Figure 1. Met3 routing (run 1).
Scale: 8 px per um.
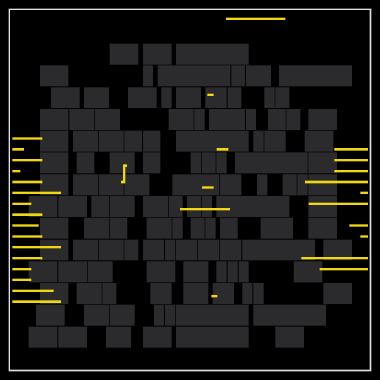
Figure 2. Clock network drawn from the DEF (run 1).
Scale: 12 px per um.
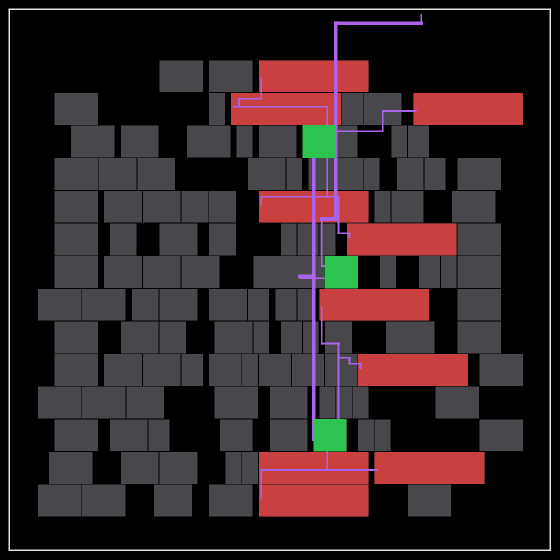
Figure 3. Nets reached from selected ports (run 1).
Scale: 12 px per um.
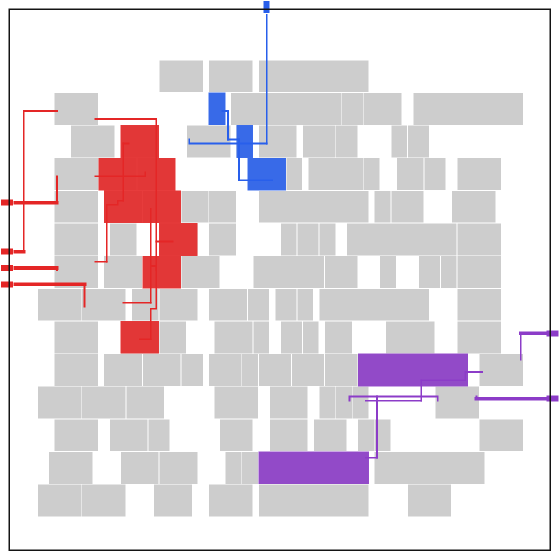
<file path="src/rtl/fwd_hazard_ctrl_if.sv">
// Pipeline-to-controller bundle for fwd_hazard_ctrl: ID/EX/MEM hazard inputs
// plus forwarding selects, bubble, stall and multiply-busy outputs.
interface fwd_hazard_ctrl_if;
  logic       id_valid;
  logic [3:0] id_rs1;
  logic [3:0] id_rs2;
  logic       ex_valid;
  logic [3:0] ex_rd;
  logic       ex_wr;
  logic       ex_is_load;
  logic       ex_is_mul;
  logic       mem_valid;
  logic [3:0] mem_rd;
  logic       mem_wr;
  logic [1:0] op1_src;
  logic [1:0] op2_src;
  logic       ex_bubble;
  logic       stall;
  logic       mul_busy;

  modport master (
    output id_valid, id_rs1, id_rs2,
    output ex_valid, ex_rd, ex_wr, ex_is_load, ex_is_mul,
    output mem_valid, mem_rd, mem_wr,
    input  op1_src, op2_src, ex_bubble, stall, mul_busy
  );

  modport slave (
    input  id_valid, id_rs1, id_rs2,
    input  ex_valid, ex_rd, ex_wr, ex_is_load, ex_is_mul,
    input  mem_valid, mem_rd, mem_wr,
    output op1_src, op2_src, ex_bubble, stall, mul_busy
  );
endinterface

</file>
<file path="src/rtl/fwd_hazard_ctrl.sv">
// Forwarding/hazard controller: registered operand selects, load-use and multiply stalls.
// Optional macro STALL_CNT_EN adds a saturating stall_cycles counter port.
module fwd_hazard_ctrl #(
  parameter int         MUL_LAT = 4,
  parameter logic [3:0] HI_REG  = 4'd15
) (
  input  logic              clk,
  input  logic              rst,
`ifdef STALL_CNT_EN
  output logic [15:0]       stall_cycles,
`endif
  fwd_hazard_ctrl_if.slave  bus
);

  typedef enum logic {S_IDLE, S_BUSY} state_t;

  localparam bit         MUL_MULTI = (MUL_LAT > 1);
  localparam logic [3:0] CNT_INIT  = MUL_MULTI ? 4'(MUL_LAT - 2) : 4'd0;

  state_t     r_state;
  logic [3:0] r_cnt;
  logic [1:0] r_op1_src;
  logic [1:0] r_op2_src;
  logic       r_ex_bubble;

  logic [3:0] w_rs  [2];
  logic [1:0] w_sel [2];
  logic       w_mul_start;
  logic       w_mul_stall;
  logic       w_lu_stall;

  assign w_rs[0] = bus.id_rs1;
  assign w_rs[1] = bus.id_rs2;

  genvar gi;
  generate
    for (gi = 0; gi < 2; gi++) begin : gen_sel
      logic w_hit_ex;
      logic w_hit_hi;
      logic w_hit_mem;
      // Loads are excluded from EX forwarding: their data is not ready until MEM.
      assign w_hit_ex  = bus.ex_valid & bus.ex_wr & ~bus.ex_is_load & (w_rs[gi] == bus.ex_rd);
      assign w_hit_hi  = bus.ex_valid & bus.ex_is_mul & (w_rs[gi] == HI_REG);
      assign w_hit_mem = bus.mem_valid & bus.mem_wr & (w_rs[gi] == bus.mem_rd);
      assign w_sel[gi] = ~bus.id_valid ? 2'b00 :
                         w_hit_ex      ? 2'b10 :
                         w_hit_hi      ? 2'b01 :
                         w_hit_mem     ? 2'b11 : 2'b00;
    end
  endgenerate

  assign w_mul_start = bus.ex_valid & bus.ex_is_mul & MUL_MULTI;
  assign w_mul_stall = (r_state == S_IDLE) ? w_mul_start : (r_cnt != 4'd0);
  assign w_lu_stall  = bus.id_valid & bus.ex_valid & bus.ex_is_load & bus.ex_wr &
                       ((bus.id_rs1 == bus.ex_rd) | (bus.id_rs2 == bus.ex_rd));

  assign bus.stall     = ~rst & (w_mul_stall | w_lu_stall);
  assign bus.mul_busy  = (r_state == S_BUSY);
  assign bus.op1_src   = r_op1_src;
  assign bus.op2_src   = r_op2_src;
  assign bus.ex_bubble = r_ex_bubble;

  always_ff @(posedge clk or posedge rst) begin
    if (rst) begin
      r_state     <= S_IDLE;
      r_cnt       <= 4'd0;
      r_op1_src   <= 2'b00;
      r_op2_src   <= 2'b00;
      r_ex_bubble <= 1'b0;
    end else begin
      if (w_mul_stall) begin
        r_ex_bubble <= 1'b0;
      end else if (w_lu_stall) begin
        r_op1_src   <= 2'b00;
        r_op2_src   <= 2'b00;
        r_ex_bubble <= 1'b1;
      end else begin
        r_op1_src   <= w_sel[0];
        r_op2_src   <= w_sel[1];
        r_ex_bubble <= 1'b0;
      end

      // The release cycle (count 0) ignores EX so a trailing multiply restarts from IDLE.
      case (r_state)
        S_IDLE: begin
          if (w_mul_start) begin
            r_state <= S_BUSY;
            r_cnt   <= CNT_INIT;
          end
        end
        S_BUSY: begin
          if (r_cnt != 4'd0) begin
            r_cnt <= r_cnt - 4'd1;
          end else begin
            r_state <= S_IDLE;
          end
        end
        default: r_state <= S_IDLE;
      endcase
    end
  end

`ifdef STALL_CNT_EN
  logic [15:0] r_stall_cycles;

  always_ff @(posedge clk or posedge rst) begin
    if (rst) begin
      r_stall_cycles <= 16'd0;
    end else if (bus.stall && (r_stall_cycles != 16'hFFFF)) begin
      r_stall_cycles <= r_stall_cycles + 16'd1;
    end
  end

  assign stall_cycles = r_stall_cycles;
`endif

endmodule

</file>
<file path="src/flat_wrapper.sv">
// flat-port wrapper written by rule: the top's interface ports become plain ports
module fwd_hazard_ctrl_flat 
#(
  parameter int         MUL_LAT = 4,
  parameter logic [3:0] HI_REG  = 4'd15
)
  (clk, rst, bus_id_valid, bus_id_rs1, bus_id_rs2, bus_ex_valid, bus_ex_rd, bus_ex_wr, bus_ex_is_load, bus_ex_is_mul, bus_mem_valid, bus_mem_rd, bus_mem_wr, bus_op1_src, bus_op2_src, bus_ex_bubble, bus_stall, bus_mul_busy);
  fwd_hazard_ctrl_if bus_i ();
  input  logic clk;
  input  logic rst;
  input wire logic [$bits(bus_i.id_valid)-1:0] bus_id_valid;
  input wire logic [$bits(bus_i.id_rs1)-1:0] bus_id_rs1;
  input wire logic [$bits(bus_i.id_rs2)-1:0] bus_id_rs2;
  input wire logic [$bits(bus_i.ex_valid)-1:0] bus_ex_valid;
  input wire logic [$bits(bus_i.ex_rd)-1:0] bus_ex_rd;
  input wire logic [$bits(bus_i.ex_wr)-1:0] bus_ex_wr;
  input wire logic [$bits(bus_i.ex_is_load)-1:0] bus_ex_is_load;
  input wire logic [$bits(bus_i.ex_is_mul)-1:0] bus_ex_is_mul;
  input wire logic [$bits(bus_i.mem_valid)-1:0] bus_mem_valid;
  input wire logic [$bits(bus_i.mem_rd)-1:0] bus_mem_rd;
  input wire logic [$bits(bus_i.mem_wr)-1:0] bus_mem_wr;
  output wire logic [$bits(bus_i.op1_src)-1:0] bus_op1_src;
  output wire logic [$bits(bus_i.op2_src)-1:0] bus_op2_src;
  output wire logic [$bits(bus_i.ex_bubble)-1:0] bus_ex_bubble;
  output wire logic [$bits(bus_i.stall)-1:0] bus_stall;
  output wire logic [$bits(bus_i.mul_busy)-1:0] bus_mul_busy;
  assign bus_i.id_valid = bus_id_valid;
  assign bus_i.id_rs1 = bus_id_rs1;
  assign bus_i.id_rs2 = bus_id_rs2;
  assign bus_i.ex_valid = bus_ex_valid;
  assign bus_i.ex_rd = bus_ex_rd;
  assign bus_i.ex_wr = bus_ex_wr;
  assign bus_i.ex_is_load = bus_ex_is_load;
  assign bus_i.ex_is_mul = bus_ex_is_mul;
  assign bus_i.mem_valid = bus_mem_valid;
  assign bus_i.mem_rd = bus_mem_rd;
  assign bus_i.mem_wr = bus_mem_wr;
  assign bus_op1_src = bus_i.op1_src;
  assign bus_op2_src = bus_i.op2_src;
  assign bus_ex_bubble = bus_i.ex_bubble;
  assign bus_stall = bus_i.stall;
  assign bus_mul_busy = bus_i.mul_busy;
  fwd_hazard_ctrl #(.MUL_LAT(MUL_LAT), .HI_REG(HI_REG)) u_core (.clk(clk), .rst(rst), .bus(bus_i));
endmodule
</file>
<file path="config.mk">
export PLATFORM = sky130hd
export DESIGN_NAME = fwd_hazard_ctrl_flat
export DESIGN_NICKNAME = d
export VERILOG_FILES = /design/src/rtl/fwd_hazard_ctrl_if.sv /design/src/rtl/fwd_hazard_ctrl.sv /design/src/flat_wrapper.sv
export SDC_FILE = /design/constraint.sdc
export NUM_CORES = 1
export LEC_CHECK = 0
export CORE_MARGIN = 2
export CORE_UTILIZATION = 44
export DETAILED_ROUTE_END_ITERATION = 7
export PLACE_DENSITY = 0.83
export SETUP_SLACK_MARGIN = 0.05
export SLEW_MARGIN = 0
export SYNTH_ARGS = -nofsm -noshare
export SYNTH_HDL_FRONTEND = slang
export SYNTH_SLANG_ARGS = --single-unit
</file>
<file path="constraint.sdc">
create_clock -name clk -period 5 [get_ports clk]
set_input_delay 0.75 -clock clk [delete_from_list [all_inputs] [get_ports clk]]
set_output_delay 0.75 -clock clk [all_outputs]
set_load 0.05 [all_outputs]
</file>
==> qor.csv, run 1 <==
metric,value,unit
cts_num_sinks,10,
yosysTopAreaCell,dfrtp_1,
finClkSkew,0.00581,ns
postRouteAntennaNets,0,
clk_pin_slew,0.06,ns
timing.final.ws_setup,1.44,ns
grt_overflow,0,
pre_cts_slack,1.45,ns
ys_seq_share,33.9,%
finalSetupViolCount,0,
n_antenna_cell,0,
worst_pin_slew,0.502,ns
drcViolationCount,0,
utilization,70.8,%
coreArea,1540,sq um
critPathKind,in2out,
cts-hold-fix-buffers,0,
grt_max_degree,11,
hold_viol,0,
via_per_inst,5.56,
top_layer,met4,
io_buffers,31,
syn2layout_area_growth,47.8,%
grt_pass1_wl,3.01,mm
end_kind,output pin,
wl_met1,697,um
routed-via-count,745,
drv_cap,0,
fmax,0.281,GHz
avgSynthCellArea,8.79,sq um
cts_made_buffers,3,
cts_root_buffer,clkbuf_4,
drive_above_1_share,6.78,%
die_w,45.0,um
met3_length,115,um
clk_latency,0.26,ns
wirelength,1.84,mm
dp_hpwl,1.55,mm
finalCritPeriodShare,71.1,%
wl_per_cell,13.7,um
dr.pass1.iters,4,
final_cell_mix,"31 x clkdlybuf4s50_1, 10 x nand2_1, 10 x dfrtp_1, 9 x xor2_1, 8 x xnor2_1",
synth_chip_area,738,sq um
stdcell_area,1090,sq um
synth_cells,84,
cts_resized,0,
cts_tree,built,
setup_tns,0,ns
wl_met2,981,um
arrival,2.81,ns
synth.distinct_cells,25,
slew_headroom,66.4,%
numSynthFlops,10,
topCellsByArea,"dfrtp_1 34%, xor2_1 11%, xnor2_1 9.5%, nand2_1 5.1%, nor2_1 3.6%",
status,"complete, no violations",
cellPowerDensity,344,nW/um^2
io_pins,32,
yosys_warnings,0,
lay_top_count,clkdlybuf4s50_1,
grt_pass1_vias,752,
leakage,0.442,nW
drv_slew,0,
whs,0.481,ns
postCtsSetupBuffers,0,
placed_area,1070,sq um
ir_worst_vdd,0.153,mV
cts_buffer_depth,2,
drtIter0Drc,9,
htreeDepth,1,
startpoint_type,primary input,
ys_cells,84,
grt_usage,20.7,%
synthesis.area,738,sq um
grt_antenna_before_repair,0,
min_path_type,reg2reg,
die_h,45.0,um
yosys.area.top_type_share,33.9,%
-- Figure 1 (at the start) --
- share of all routed wire: 6.3%
- main direction: horizontal
- wire length on this layer: 116 um
- longest straight run: 8.00 um

-- Figure 2 (at the start) --
- green: clock-net drivers (count 3)
- purple: clock wires (length 130 um)
- red: flip-flops (count 10)
- routed clock nets: 4

-- Figure 3 (at the start) --
- red: `bus_ex_rd` (direction input; edge west; end cells 8; buffers 4; wire 86.3 um)
- purple: `bus_op1_src` (direction output; edge east; end cells 2; buffers 2; wire 36.3 um)
- blue: `bus_ex_valid` (direction input; edge north; end cells 3; buffers 1; wire 27.4 um)

==> run 1: final cells by class <==
cell class,count,area [sq um]
timing repair buffer,31,310
sequential,10,250
multi-input combinational,70,473
inverter,4,15.0
fill,129,450
tap,16,20.0
clock buffer,3,22.5
==> run 1: cell families after synthesis <==
logic type	count (synthesis)	synth area share [%]
XOR/XNOR	17	20.2
flip-flops	10	33.9
AND/OR/NAND/NOR	36	25.6
buffers and inverters	4	2.03
adder cells (fa/ha/maj)	1	1.69
AND-OR/OR-AND	16	16.6
==> run 1: sequential cells by signal, indices dropped and copies added, names as in the netlist <==
register,count
u_core.r_cnt,4
u_core.bus.mul_busy,1
u_core.bus.op1_src,2
u_core.bus.ex_bubble,1
u_core.bus.op2_src,2
==> run 1: Yosys cell counts <==
library cell and count:
nor2_1 7, xor2_1 9, o21ai_0 4, dfrtp_1 10, ha_1 1, a21oi_4 1, inv_1 4, or3b_4 1
nand4_1 4, a21oi_1 1, nand2b_1 1, nand2_1 10, a32oi_1 2, and2b_1 1, xnor2_1 8, a21boi_0 3
o31ai_1 2, or2_2 2, nand3_1 1, o41ai_1 2, and3b_1 1, nor3_1 5, nand2_2 1, a211o_1 1
and4_1 2
==> run 1: layer usage <==
layer | GRT usage [%] | vias up
met2 | 43.4 | 35
met4 | 8.82 | 0
met5 | 0 | -
met1 | 20.0 | 334
li1 | - | 371
met3 | 1.20 | 5
==> run 1: stage by stage <==
step / std cells / power [W]
finish: 134 / 0.000376
global placement: 131 / 0.000313
floorplan: 84 / 0.000254
CTS: 134 / 0.000376
global route: 134 / 0.000403
detailed placement: 131 / 0.000319
==> run 1: critical path, cell delays in order <==
cell	delay [ns]
clkdlybuf4s50_1	0.48
xnor2_1	0.23
and4_1	0.23
o21ai_0	0.13
a21oi_1	0.17
clkdlybuf4s50_1	0.81
==> run 1: worst paths after layout <==
| check | startpoint | to | slack (ns) | depth (start not counted) |
|---|---|---|---|---|
| worst max-delay path | bus_id_rs1[2] | bus_stall | 1.44 | 6 |
| worst min-delay path | u_core.bus.op2_src[0] | u_core.bus.op2_src[0] | 0.48 | 2 |
| worst max register to register | u_core.r_cnt[1] | u_core.bus.op1_src[0] | 3.13 | 6 |
| worst min register to register | u_core.bus.op2_src[0] | u_core.bus.op2_src[0] | 0.48 | 2 |
| max in group asynchronous | rst | u_core.bus.op2_src[0] | 3.92 | 2 |
| min in group asynchronous | rst | u_core.bus.ex_bubble | 0.80 | 2 |
==> run 1: power by group <==
group | switching (W) | internal (W) | leakage [nW] | total [W]
logic | 0.000111 | 0.0000845 | 0.298 | 0.000195
registers | 0.0000239 | 0.000103 | 0.131 | 0.000127
clock network | 0.0000258 | 0.0000277 | 0.0138 | 0.0000535
Figure 4. Clock nets (run 1).
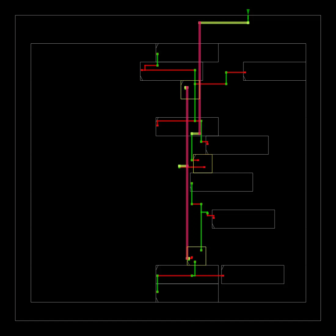

==> run 2, diff against run 1 <==
Settings changed: CORE_UTILIZATION 44 to 37, PLACE_DENSITY 0.83 to 0.74.
Clock period 5 ns to 3.2 ns, I/O delays scaled along.
Figure 5. Clock nets (run 2).
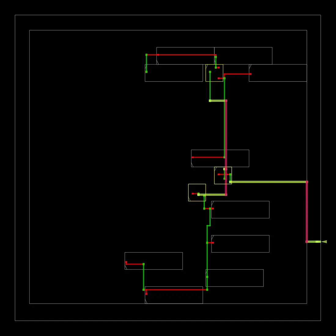
clock buffers: 3
Inserted Clock Buffers: 3
Clock group: 0.0000828 W
flop count: 10

Figure 6. Cell classes on the final placement (run 2).
Scale: 6 px per um.
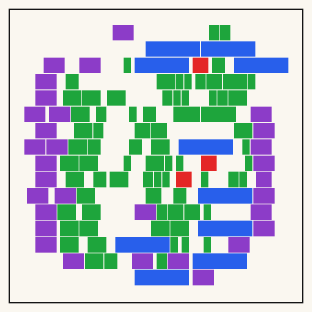
- purple: remaining buffers and delay cells (cells 31)
- blue: sequential cells (cells 10)
- red: clock-net drivers (cells 3)
- green: remaining logic cells (cells 74)
core area: 1920 sq um
final core utilization: 57.4%
fin area: 1100 sq um
Row Count: 16
sequential cell area share: 22.7%

==> run 2 against run 1 <==
Effect of this change: largest cell class unchanged; clock skew down 0.0042 ns; cell count increased by 8.2%; non-clock buffer count stayed put; core utilization down 13 points; highest routed layer unchanged.
==> qor.csv, run 2 <==
metric,value,unit,change
grt_pass1_wl,3.10,mm,+3.0%
synthesis.nets,110,,
cts-hold-fix-buffers,0,,unchanged
die_h,48.7,um,+8.2%
top_layer,met4,,
finalSetupViolCount,0,,unchanged
yosysTopAreaCell,dfrtp_1,,
cts_resized,0,,unchanged
critPathKind,in2out,,
end_kind,output pin,,
grt_antenna_before_repair,0,,unchanged
final-comb-area,473,sq um,unchanged
io_pins,32,,unchanged
required,2.72,ns,
dr.pass1.iters,4,,unchanged
cts_tree,built,,
worst_pin_slew,0.497,ns,-0.00505 ns
critPathMaxStageDelay,0.48,ns,-0.33 ns
fmax,0.408,GHz,
dp_hpwl,1.57,mm,+1.5%
critPathSlowestCell,clkdlybuf4s50_1,,
warnings,26,,
topCellsByArea,"dfrtp_1 34%, xor2_1 11%, xnor2_1 9.5%, nand2_1 5.1%, nor2_1 3.6%",,
synth_chip_area,738,sq um,unchanged
dieArea,2370,sq um,
cts_buffer_depth,2,,unchanged
ys_cells,84,,unchanged
synth.distinct_cells,25,,unchanged
fill_cells,198,,+53%
drv_slew,0,,unchanged
nets,146,,
synthesis.area,738,sq um,unchanged
r2r-start,u_core.r_cnt[0],,
largest_register_ffs,4,,unchanged
startpoint,bus_id_rs1[2],,
wirelength,1.75,mm,-4.8%
ir_worst_vdd,0.262,mV,+71%
wl_met1,710,um,+1.9%
via_per_inst,5.01,,-9.8%
htreeDepth,1,,unchanged
drv_cap,0,,unchanged
finalCritPeriodShare,76.7,%,
hold_viol,0,,unchanged
yosys_warnings,0,,unchanged
startpoint_type,primary input,,
cts_root_buffer,clkbuf_4,,
layout.cells.non_filler,145,,+8.2%
drive_above_1_share,7.63,%,+0.85 points
avgSynthCellArea,8.79,sq um,unchanged
grt_overflow,0,,unchanged
whs,0.482,ns,+0.000930 ns
final_cell_mix,"30 x clkdlybuf4s50_1, 10 x nand2_1, 10 x dfrtp_1, 9 x xor2_1, 8 x xnor2_1",,
async_reset_ff_share,100,%,unchanged
leakage,0.444,nW,+0.33%
slew_headroom,66.7,%,+0.34 points
flop_cell,dfrtp_1,,
yosys.area.top_type_share,33.9,%,unchanged
n_antenna_cell,0,,unchanged
drtIter0Drc,12,,+3
arrival,1.97,ns,-0.84 ns
numSynthFlops,10,,unchanged
common_cells,"10 x dfrtp_1, 10 x nand2_1, 9 x xor2_1, 8 x xnor2_1, 7 x nor2_1",,
rsz0062_at_grt,false,,
place_inst,142,,+8.4%
cts_num_sinks,10,,unchanged
status,"complete, no violations",,
grt_pass1_vias,757,,+0.66%
initCoreUtil,38.4,%,
crit_fanout,3,,
post-route-min-period,2.45,ns,
regMostFlops,u_core.r_cnt,,
synth_cells,84,,unchanged
lay_top_count,clkdlybuf4s50_1,,
die_w,48.7,um,+8.2%
routed-via-count,727,,-2.4%
syn2layout_area_growth,49.3,%,
grt_max_degree,11,,unchanged
ff2ff_path_depth,6,,unchanged
crit_end,bus_stall,,
drcViolationCount,0,,unchanged
r2r-end,u_core.bus.op1_src[0],,
min_path_type,reg2reg,,
clk_latency,0.26,ns,about the same
flop_area,250,sq um,unchanged
gp_congestion,0.804,,
io_buffers,31,,unchanged
ys_seq_share,33.9,%,unchanged
postRouteAntennaNets,0,,unchanged
grt_usage,16.7,%,-4.1 points
finClkSkew,0.00165,ns,-0.00417 ns
wl_met2,896,um,-8.7%
timing.critical_path.cells,clkdlybuf4s50_1 -> xnor2_1 -> and4_1 -> o21ai_0 -> a21oi_1 -> buf_4,,
clk_pin_slew,0.06,ns,about the same
reg2reg_slack,1.34,ns,-1.79 ns
edf_count,0,,unchanged
postCtsSetupBuffers,0,,unchanged
met3_length,117,um,+1.7%
setup_tns,0,ns,unchanged
wl_per_cell,12.1,um,-12%
cellPowerDensity,522,nW/um^2,+52%
-- run 2: cell counts after synthesis --
Identical to the previous run, type by type.
-- run 2: how the worst min path moves through the flow --
stage,end,cells past startpoint,startpoint,slack [ns]
floorplan,u_core.bus.ex_bubble,1,rst,0.32
global placement,u_core.bus.op1_src[1],2,u_core.bus.op1_src[1],0.47
detailed placement,u_core.bus.op2_src[0],2,u_core.bus.op2_src[0],0.47
CTS,u_core.bus.op2_src[0],2,u_core.bus.op2_src[0],0.48
global route,u_core.bus.op1_src[0],2,u_core.bus.op1_src[0],0.51
finish,u_core.bus.op2_src[0],2,u_core.bus.op2_src[0],0.48
-- run 2: final cells by class --
| cell class | count | area share [%] |
|---|---|---|
| Multi-Input combinational cell | 70 | 42.9 |
| Sequential cell | 10 | 22.7 |
| Tap cell | 27 | 3.06 |
| Clock buffer | 3 | 2.04 |
| Timing Repair Buffer | 31 | 27.9 |
| Inverter | 4 | 1.36 |
-- run 2: cells by family after synthesis --
logic type	count (synthesis)	share of synthesized area [%]
simple gates	36	25.6
fa+ha+maj	1	1.69
buf+inv	4	2.03
xor+xnor	17	20.2
compound gates	16	16.6
flops	10	33.9
-- run 2: stage by stage --
step / total power [W] / area, sq um / worst slack [ns]
4_1_cts: 0.000580 / 1100 / 0.755
6_report: 0.000576 / 1100 / 0.747
5_1_grt: 0.000627 / 1100 / 0.628
3_5_place_dp: 0.000496 / 1080 / 0.755
2_1_floorplan: 0.000397 / 738 / 0.900
3_3_place_gp: 0.000487 / 1080 / 0.785
-- run 2: power by group --
part / internal (W) / switching, W
clock: 0.0000433 / 0.0000395
combinational: 0.000131 / 0.000170
sequential: 0.000161 / 0.0000313
-- run 2: routing by layer --
layer | GRT usage, % | vias up
met2 | 32.2 | 30
met4 | 7.62 | 0
met5 | 0 | -
li1 | - | 369
met1 | 17.3 | 323
met3 | 2.78 | 5
-- run 2: critical path, delay by kind of cell --
kind	cells	cell delay, ns
and+or+nand+nor	1	0.25
AOI/OAI and AO/OA	2	0.31
xor gates and xnor gates	1	0.24
buffers and inverters	2	0.69
Figure 7. Clock network drawn from the DEF (run 2).
Scale: 10 px per um.
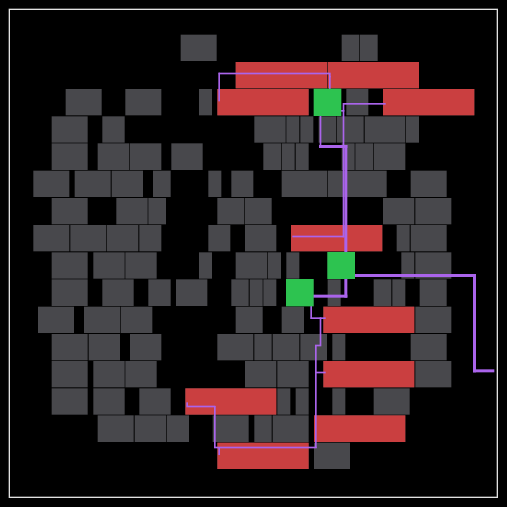

==> run 3, diff against run 2 <==
Clock period 3.2 ns to 2.2 ns, I/O delays scaled along.
Figure 8. Clock network drawn from the DEF (run 3).
Scale: 10 px per um.
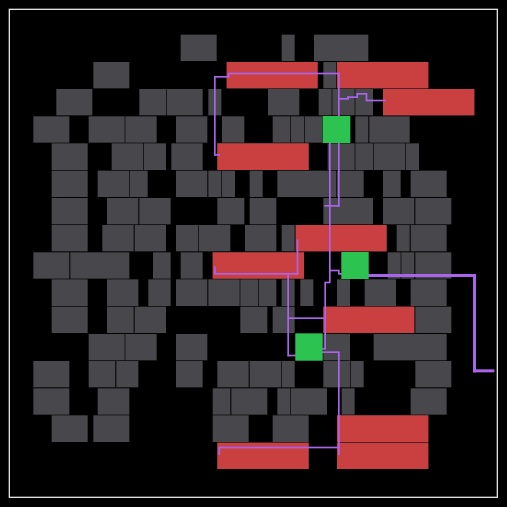
Clock power frac: 17.7%
Final Skew: 0.00613 ns

Figure 9. Clock nets (run 3).
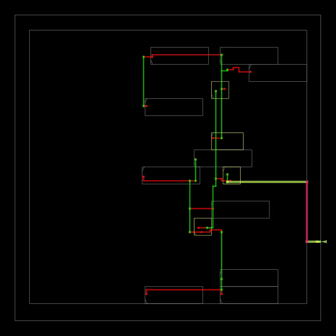
Clock group: 0.000167 W
clock buffers: 4
clk_lat worst skew: 0.27 ns
total clock sinks: 10

==> run 3 against run 2 <==
Effect of this change: sequential power up 46%; combinational power up 64%; cell count up 4.1%; global-route usage up 2.1 points; core utilization up 4.0 points; cell area up 7.0%; routed wire length up 14%; die size unchanged; critical path type unchanged; critical endpoint unchanged; largest cell class unchanged; largest power group unchanged; highest routed layer unchanged.
==> qor.csv, run 3 <==
metric,value,unit,change
postRouteAntennaNets,0,,unchanged
htreeDepth,1,,unchanged
critPathKind,in2out,,
common_cells,"10 x dfrtp_1, 10 x nand2_1, 9 x xor2_1, 8 x xnor2_1, 7 x nor2_1",,
flop_cell,dfrtp_1,,
cts_made_buffers,3,,unchanged
status,"complete, no violations",,
ir_worst_vdd,0.374,mV,+43%
synthesis.nets,110,,unchanged
cellPowerDensity,800,nW/um^2,+53%
drcViolationCount,0,,unchanged
synthesis.area,738,sq um,unchanged
timing.final.ws_setup,0.137,ns,-0.610 ns
initCoreUtil,38.4,%,unchanged
wirelength,1.99,mm,+14%
slew_headroom,66.5,%,-0.21 points
whs,0.390,ns,-0.0917 ns
end_kind,output pin,,
critPathSlowestCell,clkdlybuf4s50_1,,
setup_tns,0,ns,unchanged
warnings,26,,unchanged
n_antenna_cell,0,,unchanged
via_per_inst,5.02,,+0.12%
grt_overflow,0,,unchanged
startpoint_type,primary input,,
async_reset_ff_share,100,%,unchanged
yosys_warnings,0,,unchanged
dp_hpwl,1.65,mm,+4.7%
drv_cap,0,,unchanged
p_sw,0.000376,W,+57%
rows,16,,unchanged
gp_congestion,0.775,,-3.5%
drtIter0Drc,15,,+3
pre_cts_slack,0.0315,ns,-0.724 ns
grt_antenna_before_repair,0,,unchanged
hold_viol,0,,unchanged
rsz0062_at_grt,false,,
cts_root_buffer,clkbuf_4,,
fmax,0.485,GHz,
critPathMaxStageDelay,0.48,ns,about the same
comb_power_share,52.5,%,+0.3 points
numSynthFlops,10,,unchanged
edf_count,0,,unchanged
cp_num_cells,6,,unchanged
clk_pin_slew,0.07,ns,about the same
io_buffers,31,,unchanged
dieArea,2370,sq um,unchanged
synth.distinct_cells,25,,unchanged
topCellsByArea,"dfrtp_1 34%, xor2_1 11%, xnor2_1 9.5%, nand2_1 5.1%, nor2_1 3.6%",,
avgSynthCellArea,8.79,sq um,unchanged
drv_slew,0,,unchanged
coreArea,1920,sq um,unchanged
grt_max_degree,11,,unchanged
finalCritPeriodShare,93.8,%,
swShare,39.9,%,-1.8 points
yosys.area.top_type_share,33.9,%,unchanged
p_seq_share,29.8,%,-3.6 points
syn2layout_area_growth,59.8,%,
ys_cells,84,,unchanged
cts_buffer_depth,2,,unchanged
finalSetupViolCount,0,,unchanged
wl_per_cell,13.2,um,+9.5%
synth_chip_area,738,sq um,unchanged
synth_cells,84,,unchanged
ys_seq_share,33.9,%,unchanged
grt_pass1_wl,3.48,mm,+12%
regMostFlops,u_core.r_cnt,,
grt_pass1_vias,828,,+9.4%
yosysTopAreaCell,dfrtp_1,,
cts-hold-fix-buffers,0,,unchanged
io_pins,32,,unchanged
arrival,1.73,ns,-0.24 ns
cts_tree,built,,
intPower,0.000567,W,+69%
die_w,48.7,um,unchanged
lay_top_count,clkdlybuf4s50_1,,
worst_pin_slew,0.500,ns,+0.00316 ns
post-route-min-period,2.06,ns,
leakage,0.483,nW,+8.7%
cpLargestDelayFamily,buffers and inverters,,
die_h,48.7,um,unchanged
finalPower,0.000943,W,+64%
routed-via-count,758,,+4.3%
dr.pass1.iters,4,,unchanged
nets,151,,+3.4%
crit_fanout,2,,-1
stdcell_area,1180,sq um,+7.0%
timing.critical_path.cells,clkdlybuf4s50_1 -> xnor2_1 -> and4_1 -> o21ai_1 -> a21oi_2 -> buf_12,,
ff2ff_path_depth,7,,+1
critPathBufInv,2,,unchanged
reg2reg_slack,0.29,ns,-1.05 ns
drive_above_1_share,14.5,%,+6.9 points
min_path_type,in2async,,
final_cell_mix,"30 x clkdlybuf4s50_1, 10 x nand2_1, 10 x dfrtp_1, 9 x xor2_1",,
largest_register_ffs,4,,unchanged
placed_area,1120,sq um,+3.9%
required,1.87,ns,-0.85 ns
grt_usage,18.8,%,+2.1 points
-- run 3: cell type report --
| type | instances | area (sq um) |
|---|---|---|
| Timing Repair Buffer | 36 | 358 |
| Inverter | 4 | 15.0 |
| Clock buffer | 4 | 36.3 |
| Multi-Input combinational cell | 70 | 487 |
| Sequential cell | 10 | 250 |
| Fill cell | 185 | 742 |
| Tap cell | 27 | 33.8 |
-- run 3: cells by family after synthesis --
logic type      synth area share, %
fa+ha+maj                      1.69
compound gates                 16.6
xor+xnor                       20.2
flops                          33.9
simple gates                   25.6
buf+inv                        2.03
-- run 3: power by group through the flow --
| stage | Sequential (W) | Clock [W] | Combinational, W |
|---|---|---|---|
| floorplan | 0.000322 | 0 | 0.000256 |
| global placement | 0.000282 | 0 | 0.000453 |
| detailed placement | 0.000282 | 0 | 0.000466 |
| CTS | 0.000280 | 0.000172 | 0.000491 |
| global route | 0.000289 | 0.000178 | 0.000549 |
| finish | 0.000281 | 0.000167 | 0.000495 |
-- run 3: metal layers --
metal | share of wire (%) | GRT usage [%]
met1 | 40 | 19.1
met2 | 53 | 36.8
met3 | 6.3 | 4.01
met4 | 0.85 | 7.14
met5 | 0 | 0
-- run 3: metrics by stage --
| stage | util [%] | instances |
|---|---|---|
| after floorplan | - | 84 |
| after global placement | 58.4 | 146 |
| after detailed placement | 58.4 | 146 |
| after CTS | 60.9 | 151 |
| after global routing | 61.4 | 151 |
| final | 61.4 | 151 |
-- run 3: timing repair --
item | in CTS | in global routing
hold endpoints to repair | 0 | 0
setup endpoints to repair | 1 | 1
pin swaps | 2 | 0
gates resized | 1 | 3
setup buffers | 1 | 0
-- run 3: worst reg2reg max path: stages, from the launching register on --
cell and delay (ns):
dfrtp_1 0.40, inv_1 0.07, ha_2 0.18, or3b_4 0.41, a21oi_4 0.16, buf_4 0.15
nand2_2 0.08, o41ai_1 0.36
-- run 3: final timing paths --
| path | from | end |
|---|---|---|
| worst max register to register | u_core.r_cnt[0] | u_core.bus.op1_src[0] |
| worst max-delay path | bus_ex_rd[2] | bus_stall |
| min in group clk | u_core.bus.op1_src[1] | u_core.bus.op1_src[1] |
| worst min-delay path | rst | u_core.bus.op1_src[0] |
| max in group asynchronous | rst | u_core.r_cnt[3] |
| worst min register to register | u_core.bus.op1_src[1] | u_core.bus.op1_src[1] |
Power is estimated from default activity; no workload was simulated.
